### src/rtl/reg_file.sv
// Architectural register file with per-register ROB rename tags.
// Ports: rs1/rs2 reads with commit bypass, cmd rename, ROB commit, rollback.
module reg_file #(
  parameter int REG_NUM       = 32,
  parameter int REG_POS_WIDTH = 5,
  parameter int ROB_ID_WIDTH  = 4,
  parameter int DATA_WIDTH    = 32
) (
  input  logic                     clk,
  input  logic                     rst,
  input  logic                     rdy,
  input  logic [REG_POS_WIDTH-1:0] rs1_from_cmd,
  input  logic [REG_POS_WIDTH-1:0] rs2_from_cmd,
  output logic [ROB_ID_WIDTH-1:0]  Q1_to_cmd,
  output logic [ROB_ID_WIDTH-1:0]  Q2_to_cmd,
  output logic [DATA_WIDTH-1:0]    V1_to_cmd,
  output logic [DATA_WIDTH-1:0]    V2_to_cmd,
  input  logic                     enable_sign_from_cmd,
  input  logic [REG_POS_WIDTH-1:0] rd_from_cmd,
  input  logic [ROB_ID_WIDTH-1:0]  rob_id_from_cmd,
  input  logic                     commit_sign_from_rob,
  input  logic [REG_POS_WIDTH-1:0] rd_from_rob,
  input  logic [ROB_ID_WIDTH-1:0]  Q_from_rob,
  input  logic [DATA_WIDTH-1:0]    V_from_rob,
  input  logic                     rollback_sign
);

  logic [DATA_WIDTH-1:0]   value [REG_NUM];
  logic [ROB_ID_WIDTH-1:0] tag   [REG_NUM];

  logic hit1;
  logic hit2;
  logic cmt_ok;
  logic ren_ok;

  assign cmt_ok = commit_sign_from_rob
               && (rd_from_rob != '0);
  assign ren_ok = enable_sign_from_cmd
               && (rd_from_cmd != '0)
               && !rollback_sign;

  // Bypass only when the committing entry
  // is still the register's live producer.
  assign hit1 = commit_sign_from_rob
             && (rs1_from_cmd != '0)
             && (rd_from_rob == rs1_from_cmd)
             && (tag[rs1_from_cmd] == Q_from_rob);
  assign hit2 = commit_sign_from_rob
             && (rs2_from_cmd != '0)
             && (rd_from_rob == rs2_from_cmd)
             && (tag[rs2_from_cmd] == Q_from_rob);

  always_comb begin
    Q1_to_cmd = tag[rs1_from_cmd];
    V1_to_cmd = value[rs1_from_cmd];
    unique case (1'b1)
      (rs1_from_cmd == '0): begin
        Q1_to_cmd = '0;
        V1_to_cmd = '0;
      end
      hit1: begin
        Q1_to_cmd = '0;
        V1_to_cmd = V_from_rob;
      end
      default: ;
    endcase
  end

  always_comb begin
    Q2_to_cmd = tag[rs2_from_cmd];
    V2_to_cmd = value[rs2_from_cmd];
    unique case (1'b1)
      (rs2_from_cmd == '0): begin
        Q2_to_cmd = '0;
        V2_to_cmd = '0;
      end
      hit2: begin
        Q2_to_cmd = '0;
        V2_to_cmd = V_from_rob;
      end
      default: ;
    endcase
  end

  // Later assignments win: rollback clears
  // everything, rename overrides commit clear.
  always_ff @(posedge clk or negedge rst) begin
    if (!rst) begin
      for (int i = 0; i < REG_NUM; i++) begin
        value[i] <= '0;
        tag[i]   <= '0;
      end
    end else if (rdy) begin
      if (cmt_ok) begin
        value[rd_from_rob] <= V_from_rob;
        if (tag[rd_from_rob] == Q_from_rob)
          tag[rd_from_rob] <= '0;
      end
      if (rollback_sign) begin
        for (int i = 0; i < REG_NUM; i++)
          tag[i] <= '0;
      end else if (ren_ok) begin
        tag[rd_from_cmd] <= rob_id_from_cmd;
      end
    end
  end

endmodule

### config.mk
export PLATFORM = sky130hd
export DESIGN_NAME = reg_file
export DESIGN_NICKNAME = d
export VERILOG_FILES = /design/src/rtl/reg_file.sv
export SDC_FILE = /design/constraint.sdc
export NUM_CORES = 2
export LEC_CHECK = 0
export CAP_MARGIN = 40
export CORE_MARGIN = 4
export CORE_UTILIZATION = 46
export CTS_CLUSTER_DIAMETER = 40
export DETAILED_ROUTE_END_ITERATION = 8
export PLACE_DENSITY = 0.62
export SYNTH_ARGS = -nofsm -noshare
export SYNTH_HDL_FRONTEND = slang
export SYNTH_SLANG_ARGS = --single-unit
### constraint.sdc
create_clock -name clk -period 5.23 [get_ports clk]
set_input_delay 1.046 -clock clk [delete_from_list [all_inputs] [get_ports clk]]
set_output_delay 1.046 -clock clk [all_outputs]
set_load 0.005 [all_outputs]
pdn.png
Bar = 100 µm. Pins as bars on the die edge.
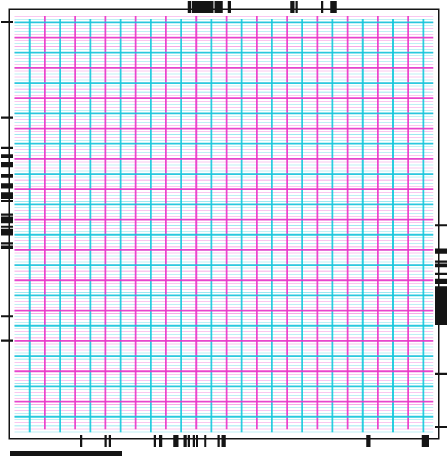
[VSS] cyan
[VDD] magenta
rows: 137
met1 rails: 138

cell_classes.png
Bar = 100 µm.
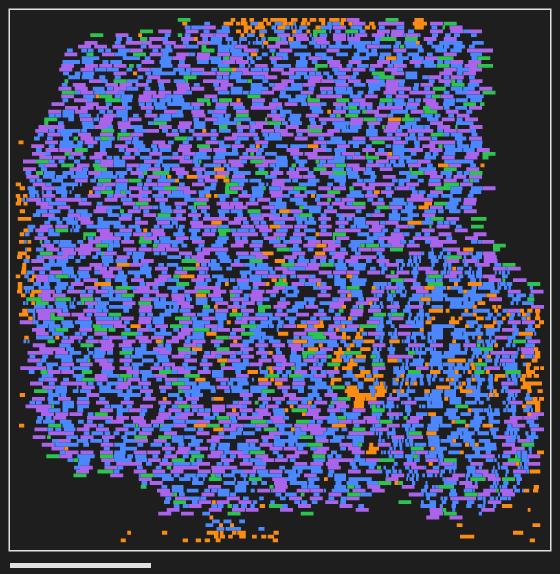
[clock drivers and dummy loads] green | cells: 338
[other buffers and delay cells] orange | cells: 397
[flops] purple | cells: 1152
[all other logic] blue | cells: 2789

-- worst reg2reg max path, stage by stage, from the launching register on --
cell and delay (ns):
sky130_fd_sc_hd__dfrtp_1 0.44, sky130_fd_sc_hd__mux4_2 0.48, sky130_fd_sc_hd__a22o_1 0.28, sky130_fd_sc_hd__a221oi_1 0.45, sky130_fd_sc_hd__nand3_1 0.17, sky130_fd_sc_hd__xnor2_1 0.20, sky130_fd_sc_hd__nand4_1 0.19, sky130_fd_sc_hd__buf_4 0.24
sky130_fd_sc_hd__nor3_1 0.53, sky130_fd_sc_hd__o21ai_0 0.20
-- cells in the mapped netlist, types with 3 or more instances --
| cell | instances | area share |
|---|---|---|
| sky130_fd_sc_hd__o211ai_1 | 16 | 0.0018 |
| sky130_fd_sc_hd__nand3b_1 | 8 | 0.00092 |
| sky130_fd_sc_hd__buf_4 | 5 | 0.00058 |
| sky130_fd_sc_hd__a21oi_1 | 104 | 0.0080 |
| sky130_fd_sc_hd__xor2_1 | 8 | 0.0011 |
| sky130_fd_sc_hd__xnor2_1 | 12 | 0.0016 |
| sky130_fd_sc_hd__mux2i_1 | 78 | 0.012 |
| sky130_fd_sc_hd__mux4_2 | 734 | 0.25 |
| sky130_fd_sc_hd__nand2b_1 | 3 | 0.00029 |
| sky130_fd_sc_hd__a22oi_1 | 20 | 0.0023 |
| sky130_fd_sc_hd__o311ai_0 | 4 | 0.00054 |
| sky130_fd_sc_hd__nand2_1 | 205 | 0.012 |
| sky130_fd_sc_hd__o31ai_1 | 20 | 0.0023 |
| sky130_fd_sc_hd__nor3b_1 | 62 | 0.0072 |
| sky130_fd_sc_hd__clkbuf_1 | 360 | 0.021 |
| sky130_fd_sc_hd__buf_6 | 4 | 0.00069 |
| sky130_fd_sc_hd__nand4_1 | 7 | 0.00067 |
| sky130_fd_sc_hd__buf_1 | 83 | 0.0048 |
| sky130_fd_sc_hd__o22ai_1 | 20 | 0.0019 |
| sky130_fd_sc_hd__and2_1 | 11 | 0.0011 |
| sky130_fd_sc_hd__o21ai_0 | 97 | 0.0075 |
| sky130_fd_sc_hd__dfrtp_1 | 1152 | 0.44 |
| sky130_fd_sc_hd__or2_2 | 6 | 0.00058 |
| sky130_fd_sc_hd__nor2_1 | 110 | 0.0064 |
| sky130_fd_sc_hd__nor2b_1 | 115 | 0.011 |
| sky130_fd_sc_hd__or3_1 | 5 | 0.00048 |
| sky130_fd_sc_hd__mux2_4 | 29 | 0.0067 |
| sky130_fd_sc_hd__inv_1 | 23 | 0.0013 |
| sky130_fd_sc_hd__mux2_2 | 1028 | 0.18 |
| sky130_fd_sc_hd__nand3_1 | 17 | 0.0013 |
| sky130_fd_sc_hd__nor3_1 | 9 | 0.00069 |
| sky130_fd_sc_hd__buf_2 | 25 | 0.0019 |
| sky130_fd_sc_hd__a31o_2 | 20 | 0.0027 |
-- layout make-up --
class / count / share of cell area
antenna: 2 / 0.0000652
clock buffer: 211 / 0.0623
clock inverter: 127 / 0.0218
inverter: 24 / 0.00124
multi-input combinational: 2765 / 0.449
sequential: 1152 / 0.376
tap: 1876 / 0.0306
timing repair buffer: 397 / 0.0587
-- state kept, by name, summed over array words and instances, names as in the netlist --
name,cells
value,1024
tag,128
==> qor.tcl <==
set qor(status) {finished clean}
set qor(grt_most_used_layer) {met2}
set qor(worstSetupPathDepth) 11
set qor(seq_area_mm2) 0.0288
set qor(synth.yosys.warnings) 0
set qor(slew-limit-headroom) 0.367
set qor(multiplexer_share_of_the_synthesized_area) 0.452
set qor(period_needed_ns) 5.21
set qor(post-route-period-util) 0.997
set qor(clockBufferDepth) 3
set qor(cts_sinks) 1152
set qor(mostFrequentLayoutCell) {sky130_fd_sc_hd__dfrtp_1}
set qor(clockRootBuffer) {sky130_fd_sc_hd__clkbuf_16}
set qor(dp.final_hpwl_mm) 121
set qor(routedLengthMet1_mm) 87.1
set qor(synth-main-ff-cell) {sky130_fd_sc_hd__dfrtp_1}
set qor(rr_startpoint) {tag[81]}
set qor(ant_nets) 0
set qor(path_delay_family) {multiplexers}
set qor(placement.cell_area_mm2) 0.0697
set qor(ios) 138
set qor(holdCritPathClass) {input pin to async pin}
set qor(ys_cells) 4418
set qor(fin_setup_tns_ns) 0
set qor(unrepaired_setup_endpoints_after_global_routing) {true}
set qor(cts.repair.resized) 88
set qor(clock_tree_from_tritoncts) {yes}
set qor(pg_seq_w) 0.0110
set qor(grt_first_pass_wirelength_mm) 308
set qor(via_count_of_the_first_global_routing_pass) 43700
set qor(nFillCells) 11300
set qor(post_synth.cell_area_avg_um2) 14.7
set qor(pwr.group.combinational_w) 0.00468
set qor(initial_utilization) 0.464
set qor(synth.yosys.chip_area_mm2) 0.0649
set qor(setup_viol_count_final) 0
set qor(postCtsSetupRepairBufs) 3
set qor(regToRegEndpoint) {tag[55]}
set qor(start_kind) {input pin}
set qor(placeable_core_region_mm2) 0.140
set qor(ir_drop_uv) 341
set qor(share_clk_of_total_power) 0.448
set qor(finish.net_count) 4585
set qor(timing.hold.ws_ns) 0.285
set qor(fmax_mhz) 192
set qor(internal-power_w) 0.0208
set qor(areaGrowthSynthToFinish_pct) 18.2
set qor(combGateArea_mm2) 0.0345
set qor(port-buffer-count) 137
